`src/rtl/pprm_pkg.sv`:
```
// Shared state encoding and inverse-affine helper for the byte-serial inverse S-box engine.
package pprm_pkg;

    typedef enum logic [1:0] {IDLE, RUN, DONE} state_t;

    localparam logic [7:0] INV_AFFINE_C = 8'h05;

    // rotl(s,1) ^ rotl(s,3) ^ rotl(s,6) ^ 0x05
    function automatic logic [7:0] inv_affine(input logic [7:0] s);
        return {s[6:0], s[7]} ^ {s[4:0], s[7:5]} ^ {s[1:0], s[7:2]} ^ INV_AFFINE_C;
    endfunction

endpackage

```
`src/rtl/pprm_inv_sbox.sv`:
```
// Single-byte inverse S-box: inverse affine followed by a GF(2^8) AND/XOR inverter.
// PPRM_INV_SBOX_PIPE_EN adds a register between the affine stage and the inverter.
module pprm_inv_sbox
    import pprm_pkg::*;
(
    input  logic       clk,
    input  logic       reset_n,
    input  logic       i_valid,
    input  logic [7:0] i_byte,
    output logic       o_valid,
    output logic [7:0] o_byte
);

    function automatic logic [7:0] gf_mul(input logic [7:0] a, input logic [7:0] b);
        logic [7:0] p;
        logic [7:0] aa;
        p  = '0;
        aa = a;
        for (int unsigned i = 0; i < 8; i++) begin
            if (b[i]) p ^= aa;
            aa = {aa[6:0], 1'b0} ^ (aa[7] ? 8'h1B : 8'h00);
        end
        return p;
    endfunction

    // x^254 as a product of the seven squares x^2..x^128; zero maps to zero.
    function automatic logic [7:0] gf_inv(input logic [7:0] x);
        logic [7:0] sq;
        logic [7:0] acc;
        sq  = gf_mul(x, x);
        acc = sq;
        for (int unsigned i = 0; i < 6; i++) begin
            sq  = gf_mul(sq, sq);
            acc = gf_mul(acc, sq);
        end
        return acc;
    endfunction

`ifdef PPRM_INV_SBOX_PIPE_EN
    logic [7:0] r_x;
    logic       r_v;

    always_ff @(posedge clk or negedge reset_n) begin
        if (!reset_n) begin
            r_x <= '0;
            r_v <= 1'b0;
        end else begin
            r_x <= inv_affine(i_byte);
            r_v <= i_valid;
        end
    end

    assign o_byte  = gf_inv(r_x);
    assign o_valid = r_v;
`else
    logic w_unused;
    assign w_unused = clk ^ reset_n;

    assign o_byte  = gf_inv(inv_affine(i_byte));
    assign o_valid = i_valid;
`endif

endmodule

```
`src/rtl/pprm_inv_subbytes_serial.sv`:
```
// Byte-serial AES InvSubBytes: loads a block, rewrites one byte per cycle, hands the block back.
// PPRM_INV_SBOX_PIPE_EN selects the pipelined inverse S-box (one extra RUN cycle).
module pprm_inv_subbytes_serial
    import pprm_pkg::*;
#(
    parameter int NBYTES = 16
)(
    input  logic                clk,
    input  logic                reset_n,
    input  logic                in_valid,
    output logic                in_ready,
    input  logic [8*NBYTES-1:0] in_data,
    output logic                out_valid,
    input  logic                out_ready,
    output logic [8*NBYTES-1:0] out_data,
    output logic                busy
);

    localparam int              CW   = $clog2(NBYTES) + 1;
    localparam logic [CW-1:0]   LAST = CW'(NBYTES - 1);
    localparam logic [CW-1:0]   FULL = CW'(NBYTES);

    state_t              r_state;
    logic [CW-1:0]       r_cnt;
    logic [8*NBYTES-1:0] r_data;
    logic                r_in_ready;
    logic                r_out_valid;
    logic                r_busy;

    logic                w_rd_en;
    logic [7:0]          w_rd_byte;
    logic                w_sb_valid;
    logic [7:0]          w_wb_byte;
    logic                w_wr_en;
    logic [CW-1:0]       w_widx;

    assign w_rd_en = (r_state == RUN) && (r_cnt != FULL);
    assign w_wr_en = (r_state == RUN) && w_sb_valid;

    always_comb begin
        w_rd_byte = '0;
        for (int unsigned i = 0; i < NBYTES; i++) begin
            if (r_cnt == CW'(i)) w_rd_byte = r_data[8*i +: 8];
        end
    end

    pprm_inv_sbox u_sbox (
        .clk     (clk),
        .reset_n (reset_n),
        .i_valid (w_rd_en),
        .i_byte  (w_rd_byte),
        .o_valid (w_sb_valid),
        .o_byte  (w_wb_byte)
    );

`ifdef PPRM_INV_SBOX_PIPE_EN
    // Write-back index trails the read index by the one pipe stage.
    logic [CW-1:0] r_widx;

    always_ff @(posedge clk or negedge reset_n) begin
        if (!reset_n) r_widx <= '0;
        else          r_widx <= r_cnt;
    end

    assign w_widx = r_widx;
`else
    assign w_widx = r_cnt;
`endif

    always_ff @(posedge clk or negedge reset_n) begin
        if (!reset_n) begin
            r_state     <= IDLE;
            r_cnt       <= '0;
            r_data      <= '0;
            r_in_ready  <= 1'b1;
            r_out_valid <= 1'b0;
            r_busy      <= 1'b0;
        end else begin
            case (r_state)
                IDLE: begin
                    if (in_valid && r_in_ready) begin
                        r_data     <= in_data;
                        r_cnt      <= '0;
                        r_state    <= RUN;
                        r_in_ready <= 1'b0;
                        r_busy     <= 1'b1;
                    end
                end
                RUN: begin
                    if (w_rd_en) r_cnt <= r_cnt + 1'b1;
                    for (int unsigned i = 0; i < NBYTES; i++) begin
                        if (w_wr_en && (w_widx == CW'(i))) r_data[8*i +: 8] <= w_wb_byte;
                    end
                    if (w_wr_en && (w_widx == LAST)) begin
                        r_state     <= DONE;
                        r_out_valid <= 1'b1;
                    end
                end
                DONE: begin
                    if (out_ready) begin
                        r_state     <= IDLE;
                        r_out_valid <= 1'b0;
                        r_busy      <= 1'b0;
                        r_in_ready  <= 1'b1;
                    end
                end
                default: r_state <= IDLE;
            endcase
        end
    end

    assign in_ready  = r_in_ready;
    assign out_valid = r_out_valid;
    assign busy      = r_busy;
    assign out_data  = r_data;

endmodule

```
`config.mk`:
```
export PLATFORM = sky130hd
export DESIGN_NAME = pprm_inv_subbytes_serial
export DESIGN_NICKNAME = d
export VERILOG_FILES = /design/src/rtl/pprm_pkg.sv /design/src/rtl/pprm_inv_sbox.sv /design/src/rtl/pprm_inv_subbytes_serial.sv
export SDC_FILE = /design/constraint.sdc
export NUM_CORES = 1
export LEC_CHECK = 0
export CORE_UTILIZATION = 40
export CTS_CLUSTER_SIZE = 20
export DETAILED_ROUTE_END_ITERATION = 12
export PLACE_DENSITY = 0.59
export SLEW_MARGIN = 5
export SYNTH_ARGS = -nofsm -noshare
export SYNTH_HDL_FRONTEND = slang
export SYNTH_SLANG_ARGS = --single-unit
```
`constraint.sdc`:
```
create_clock -name clk -period 18.5 [get_ports clk]
set_input_delay 3.7 -clock clk [delete_from_list [all_inputs] [get_ports clk]]
set_output_delay 3.7 -clock clk [all_outputs]
set_load 0.005 [all_outputs]
```
run_1/met1.png
Supply wires on this layer in grey.
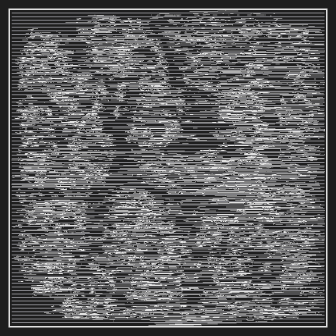
share of all routed wire = 42%
nets with wire on the layer = 3082
main direction = horizontal
longest straight run = 68.5 µm
Vias: 23100
met1 Track Usage GR: 40.2%
final wirelength: 93000 µm

run_1/met2.png
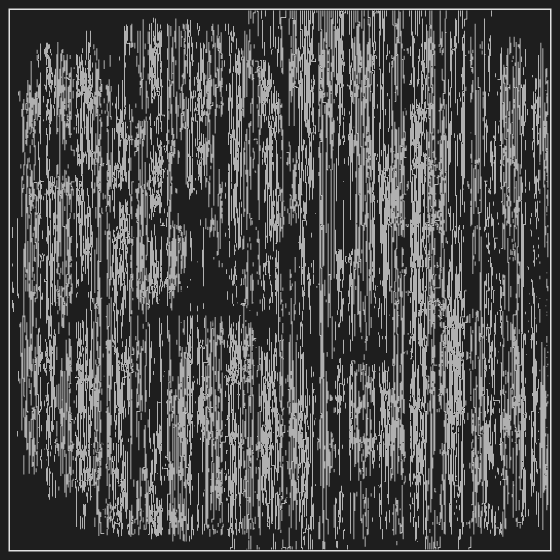
nets with wire on the layer = 2739
longest straight run = 107 µm
wire length on this layer = 44.5 mm

==> run notes, run 1 <==
run metrics: startpoint types=flop, fa+ha+maj area frac=0.920%, I/O Pins=263, Log Warnings=29, Inserted Diodes=2, Yosys Instances=2935, Largest area class, layout=logic gates, Synth Instances=2935, Clock Network Area Fraction=2.26%, Die ar.=58400 µm², CTS tree=built, hold buffers post-CTS=0, Crit. path cell count=66, Tcrit/Tclk final=95.6%, mi-comb count=2560, drt wl/cell=23.3 µm, FF-to-FF Start=r_cnt[0], DRC=0, R2R Setup Slk=0.81 ns, clock buffers=19, first-pass GRT wire length=142000 µm, post_cts resized=1, Register Area=3450 µm², WP data required=18.83 ns, # clock sinks=138, Area leader share=17.3%, hold path cells=1, routed wl met3=6070 µm, Worst Path Class, Setup=flop to flop, fin util=49.8%, Crit Path Max Fanout=21, PortBufs=262, EDFF count, synth=0, Hold Path Sink=busy, TAP cells=756, dpl cell area=27100 µm², sequential cell area share=12.3%, most frequent cell after synthesis=xnor2_1, Critical Path Sink=out_data[116], most used flip-flop cell=dfrtp_1, post-synth area from yosys stat=23000 µm², DP HPWL=72300 µm, GPL Wtd Cong=0.992, cts bufs inserted=17, FP Util=40.6%, Buf/Inv on CP=12, number of global-route vias before repair=22300, slack of the critical path=0.807 ns, Top logic family=XOR/XNOR gates, Seq cells post-synth=138, fin nets=3364, worst skew pair latency=0.45 ns, FP Rows=87, Placed Cells=3932, largest net degree at the start of global routing=77, Detailed Route Iter0 Violations=1735, Synth Area in Compound Gates=19.9%, status=complete, no violations, grt ovf=0, FF-to-FF End=out_data[116], top cells by area=xnor2_1 17%, dfrtp_1 15%, mux2i_1 6.5%, Comb area share=66.7%, registers=138, Non-Clock Buffer Count=467, Async SR Flop Fraction=100%, syn avg cell area=7.83 µm², synth warn=0, core area=56600 µm², Hold Crit Class=flop to flop, Max clock buf depth=2, Max Clk Rate=0.0565 GHz, clock slew at reported path FFs=0.07 ns, 1st-pass router iterations=7, Synth area leader=xnor2_1, max_slew headroom=15.6%, most frequent CP cell=xnor2_1, Post-DRT Antenna Nets=0, final clock skew=0.0109 ns, Total GRT Usage=31.0%, critical path arrival=18.02 ns
run_1/met3.png
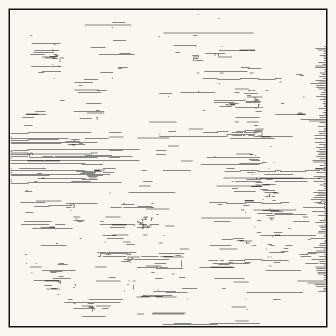
wire length on this layer = 6070 µm
share of all routed wire = 6.5%
nets with wire on the layer = 453
main direction = horizontal
grt met3 use: 4.85%

run 1: cells in the final DEF (no fill, tap or decap), types with 13 or more instances in the layout:
cell and instances:
nand3b_1 13, xnor2_4 16, o31ai_1 45, o21ai_0 130
dfrtp_1 137, or3_1 20, xnor2_1 432, xnor2_2 45
a221oi_1 13, inv_1 29, nand2_1 341, nor3_1 38
clkbuf_16 17, a21oi_1 177, and2_1 13, nand3_1 58
xor2_1 98, a31oi_1 19, nand4_1 13, mux2i_1 147
clkdlybuf4s50_1 261, nor2_1 377, o211ai_1 13, nor2b_1 24
o21ai_1 79, o22ai_1 42, a211oi_1 29, xnor3_1 56
nand2b_1 16, buf_4 200
run 1: sequential cells by signal (all words and copies together), names as in the netlist:
register	flops
out_data	128
r_cnt	5
r_state	2
busy	1
in_ready	1
out_valid	1
==> run 1 -> run 2 <==
CORE_MARGIN = 2   (was unset)
run_2/met4.png
Bar = 50 µm. Supply wires on this layer in grey. Cells faint in the background.
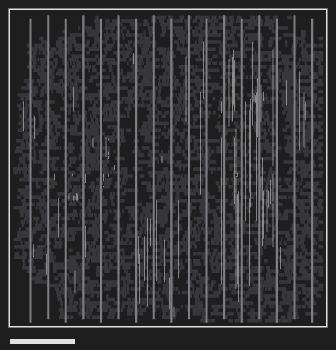
wire length on this layer = 2460 µm
share of all routed wire = 2.7%
longest straight run = 113 µm
main direction = vertical
nets with wire on the layer = 67

run_2/met3.png
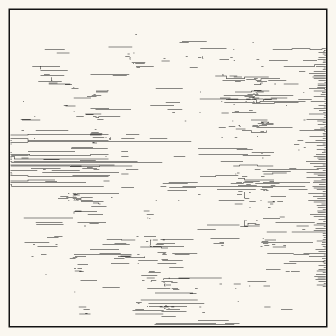
main direction = horizontal
share of all routed wire = 6.7%
longest straight run = 126 µm
nets with wire on the layer = 426
final wirelength: 92100 µm
grt met3 use: 4.29%

==> run notes, run 2 <==
run metrics: status=complete, no violations (unchanged), Hold Crit Class=flop to flop (unchanged), Total GRT Usage=29.9% (was 31.0%), Crit. path cell count=62 (was 66), most frequent CP cell=xnor2_1 (unchanged), FF-to-FF Start=r_cnt[4] (was r_cnt[0]), FP Rows=87 (unchanged), post-synth area from yosys stat=23000 µm² (unchanged), fin nets=3367 (was 3364), Synth Instances=2935 (unchanged), Detailed Route Iter0 Violations=2044 (was 1735), Register Area=3450 µm² (unchanged), syn avg cell area=7.83 µm² (unchanged), Comb area share=66.7% (about the same), Seq cells post-synth=138 (unchanged), DP HPWL=71200 µm (was 72300 µm), mi-comb count=2561 (was 2560), registers=138 (unchanged), Tcrit/Tclk final=94.8% (was 95.6%), worst skew pair latency=0.44 ns (was 0.45 ns), Synth Area in Compound Gates=19.9% (unchanged), TAP cells=756 (unchanged), FF-to-FF End=out_data[84] (was out_data[116]), Async SR Flop Fraction=100% (unchanged), Hold Path Sink=in_ready (was busy), grt ovf=0 (unchanged), Crit Path Max Fanout=17 (was 21), first-pass GRT wire length=139000 µm (was 142000 µm), PortBufs=262 (unchanged), number of global-route vias before repair=22000 (was 22300), Placed Cells=3935 (was 3932), Inserted Diodes=2 (unchanged), 1st-pass router iterations=5 (was 7), Max Clk Rate=0.0570 GHz (was 0.0565 GHz), Area leader share=17.3% (unchanged), cts bufs inserted=17 (unchanged), critical path arrival=17.88 ns (was 18.02 ns), final clock skew=0.0160 ns (was 0.0109 ns), Post-DRT Antenna Nets=0 (unchanged), core area=56600 µm² (unchanged), fa+ha+maj area frac=0.920% (unchanged), Buf/Inv on CP=8 (was 12), FP Util=40.6% (unchanged), max reg flops=128 (unchanged), Yosys Instances=2935 (unchanged), clock slew at reported path FFs=0.06 ns (was 0.07 ns), Die ar.=59400 µm² (was 58400 µm²), Largest area class, layout=logic gates (unchanged), top cells by area=xnor2_1 17%, dfrtp_1 15%, mux2i_1 6.5% (unchanged), post_cts resized=1 (unchanged), hold path cells=2 (was 1), Non-Clock Buffer Count=469 (was 467), most frequent cell after synthesis=xnor2_1 (unchanged), drt wl/cell=23.1 µm (was 23.3 µm), clock buffers=18 (was 19), Clock Network Area Fraction=2.18% (was 2.26%), dominant logic cell type in the layout=xnor2_1 (unchanged), sequential cell area share=12.3% (about the same), R2R Setup Slk=0.96 ns (was 0.81 ns), Synth area leader=xnor2_1 (unchanged), max_slew headroom=18.5% (was 15.6%), fin util=49.7% (was 49.8%), EDFF count, synth=0 (unchanged)
run_2/met1.png
Supply wires on this layer in grey.
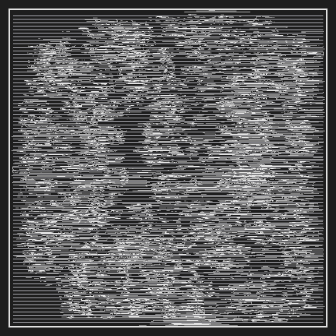
main direction = horizontal
wire length on this layer = 39.8 mm
Vias: 23000
met1 Track Usage GR: 39.5%

## run 2: cell count changes in the layout (fill, tap and decap cells not counted), sizes merged
cell	delta
buf	+2
clkbuf	-1
xnor2	+1
clkinv	+1
## run 2: worst max path at each step
| stage | start | to | slack (ns) |
|---|---|---|---|
| floorplan | r_cnt[0] | out_data[68] | 0.99 |
| global placement | r_cnt[0] | out_data[84] | 0.50 |
| detailed placement | r_cnt[0] | out_data[84] | 0.008 |
| CTS | r_cnt[0] | out_data[59] | 0.10 |
| global route | r_cnt[1] | out_data[21] | -0.005 |
| finish | r_cnt[4] | out_data[84] | 0.96 |
## run 2: layer usage
layer	wire, µm	part of all wire (%)
met5	121	0.13
met4	2460	2.7
met3	6140	6.7
met2	43500	47
met1	39800	43
==> run 2 -> run 3 <==
ABC_CLOCK_PERIOD_IN_PS = 18500   (was unset)
SLEW_MARGIN = 20   (was 5)
run_3/met2.png
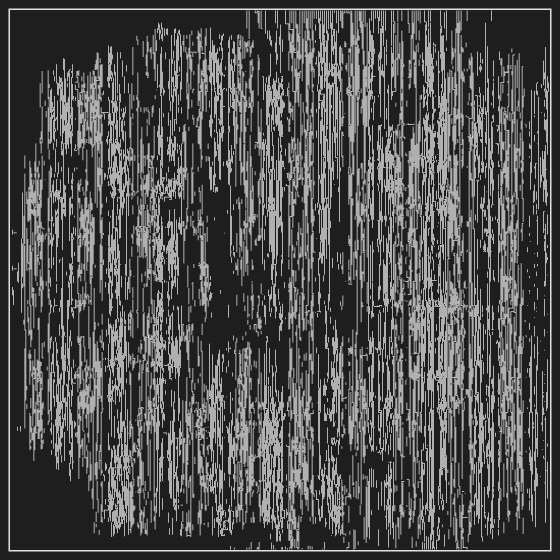
wire length on this layer = 43.6 mm
longest straight run = 97.9 µm
main direction = vertical
share of all routed wire = 47%
final wirelength: 92200 µm
global routing usage on met2: 50.3%
Vias: 23000

run_3/met3.png
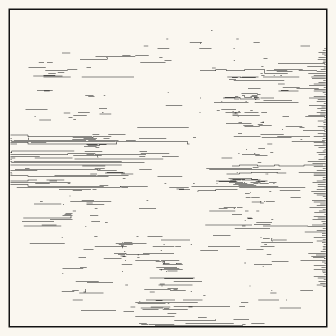
main direction = horizontal
longest straight run = 102 µm
nets with wire on the layer = 414
wire length on this layer = 6310 µm
share of all routed wire = 6.8%

==> run notes, run 3 <==
run metrics: status=complete, no violations (unchanged), most used flip-flop cell=dfrtp_1 (unchanged), top cells by area=xnor2_1 17%, dfrtp_1 15%, mux2i_1 6.5% (unchanged), Detailed Route Iter0 Violations=2035 (was 2044), most frequent cell after synthesis=xnor2_1 (unchanged), CP startpoint=r_cnt[1] (was r_cnt[4]), DP HPWL=71300 µm (was 71200 µm), first-pass GRT wire length=141000 µm (was 139000 µm), critical path arrival=17.81 ns (was 17.88 ns), most frequent cells in the layout=429 x xnor2_1, 377 x nor2_1, 341 x nand2_1 (was 433 x xnor2_1, 377 x nor2_1, 341 x nand2_1), max_slew headroom=23.2% (was 18.5%), Synth area leader=xnor2_1 (unchanged), Max Clk Rate=0.0573 GHz (was 0.0570 GHz), hold path cells=2 (unchanged), Comb area share=67.0% (was 66.7%), Synth Area in Compound Gates=19.9% (unchanged), Log Warnings=29 (unchanged), Synth Instances=2935 (unchanged), 1st-pass router iterations=9 (was 5), mi-comb count=2560 (was 2561), FP Rows=87 (unchanged), R2R Setup Slk=1.04 ns (was 0.96 ns), Max clock buf depth=2 (unchanged), # clock sinks=138 (unchanged), Area leader share=17.3% (unchanged), Buf/Inv on CP=13 (was 8), clock slew at reported path FFs=0.06 ns (about the same), Yosys Instances=2935 (unchanged), number of global-route vias before repair=22200 (was 22000), Placed Cells=3936 (was 3935), registers=138 (unchanged), CTS tree=built (unchanged), worst skew pair latency=0.45 ns (was 0.44 ns), NonClk Buf Share=14.7% (was 14.9%), Largest area class, layout=logic gates (unchanged), final clock skew=0.0122 ns (was 0.0160 ns), fin nets=3355 (was 3367), Total GRT Usage=30.3% (was 29.9%), WP data required=18.86 ns (was 18.84 ns), cts bufs inserted=17 (unchanged), dominant logic cell type in the layout=xnor2_1 (unchanged), Inserted Diodes=4 (was 2), I/O Pins=263 (unchanged), Worst Max-Slew Pin Slew=1.14 ns (was 1.22 ns), Reg2Reg Depth=71 (was 62), Worst Path Class, Setup=flop to flop (unchanged), FF-to-FF End=out_data[59] (was out_data[84]), FP Util=40.6% (unchanged), Non-Clock Buffer Count=458 (was 469), Register Area=3460 µm² (was 3450 µm²), TAP cells=756 (unchanged), Seq cells post-synth=138 (unchanged), Crit Path Max Fanout=26 (was 17), slack of the critical path=1.04 ns (was 0.957 ns), sequential cell area share=12.3% (about the same), synth warn=0 (unchanged), clock buffers=17 (was 18), DRC=0 (unchanged), Critical Path Sink=out_data[59] (was out_data[84]), max reg flops=128 (unchanged), post-synth area from yosys stat=23000 µm² (unchanged), Top logic family=XOR/XNOR gates (unchanged), PortBufs=262 (unchanged), Tcrit/Tclk final=94.4% (was 94.8%), largest net degree at the start of global routing=73 (unchanged), Crit. path cell count=71 (was 62), Hold Path Sink=in_ready (unchanged), core area=56600 µm² (unchanged), EDFF count, synth=0 (unchanged), Post-DRT Antenna Nets=0 (unchanged), grt ovf=0 (unchanged), FF-to-FF Start=r_cnt[1] (was r_cnt[4]), startpoint types=flop (unchanged), dpl cell area=27100 µm² (about the same)
run_3/met4.png
Bar = 50 µm. Supply wires on this layer in grey. Cells faint in the background.
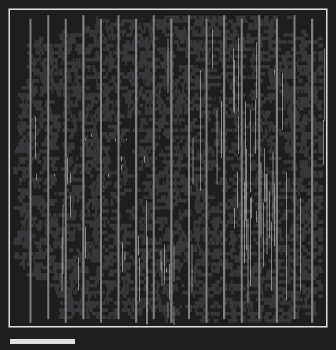
longest straight run = 97.9 µm
wire length on this layer = 2450 µm
main direction = vertical

[run 3: cell types whose count changed in the layout (fill, tap and decap cells not counted), moves of 2 or more]
| cell | previous run | this run |
|---|---|---|
| diode_2 | 2 | 4 |
| a21oi_1 | 176 | 173 |
| xnor2_2 | 48 | 51 |
| buf_4 | 203 | 192 |
| xnor2_1 | 433 | 429 |
| bufinv_16 | 3 | 1 |
| inv_6 | 4 | 6 |
| a21oi_2 | 3 | 7 |
[run 3: routing by layer]
layer  wire length (µm)  up-vias  global-route usage, %
met1              39600    11100                   39.9
met2              43600      877                   50.3
li1                   -    10800                      -
met5                157        -                      0
met4               2450       24                   9.34
met3               6310      150                   5.27
[run 3: repair_timing]
item / 4_1_cts / 5_1_grt
resized: 0 / 33
hold endpoints to repair: 0 / 0
setup buffers: 0 / 12
endpoints found under the setup margin: 0 / 128
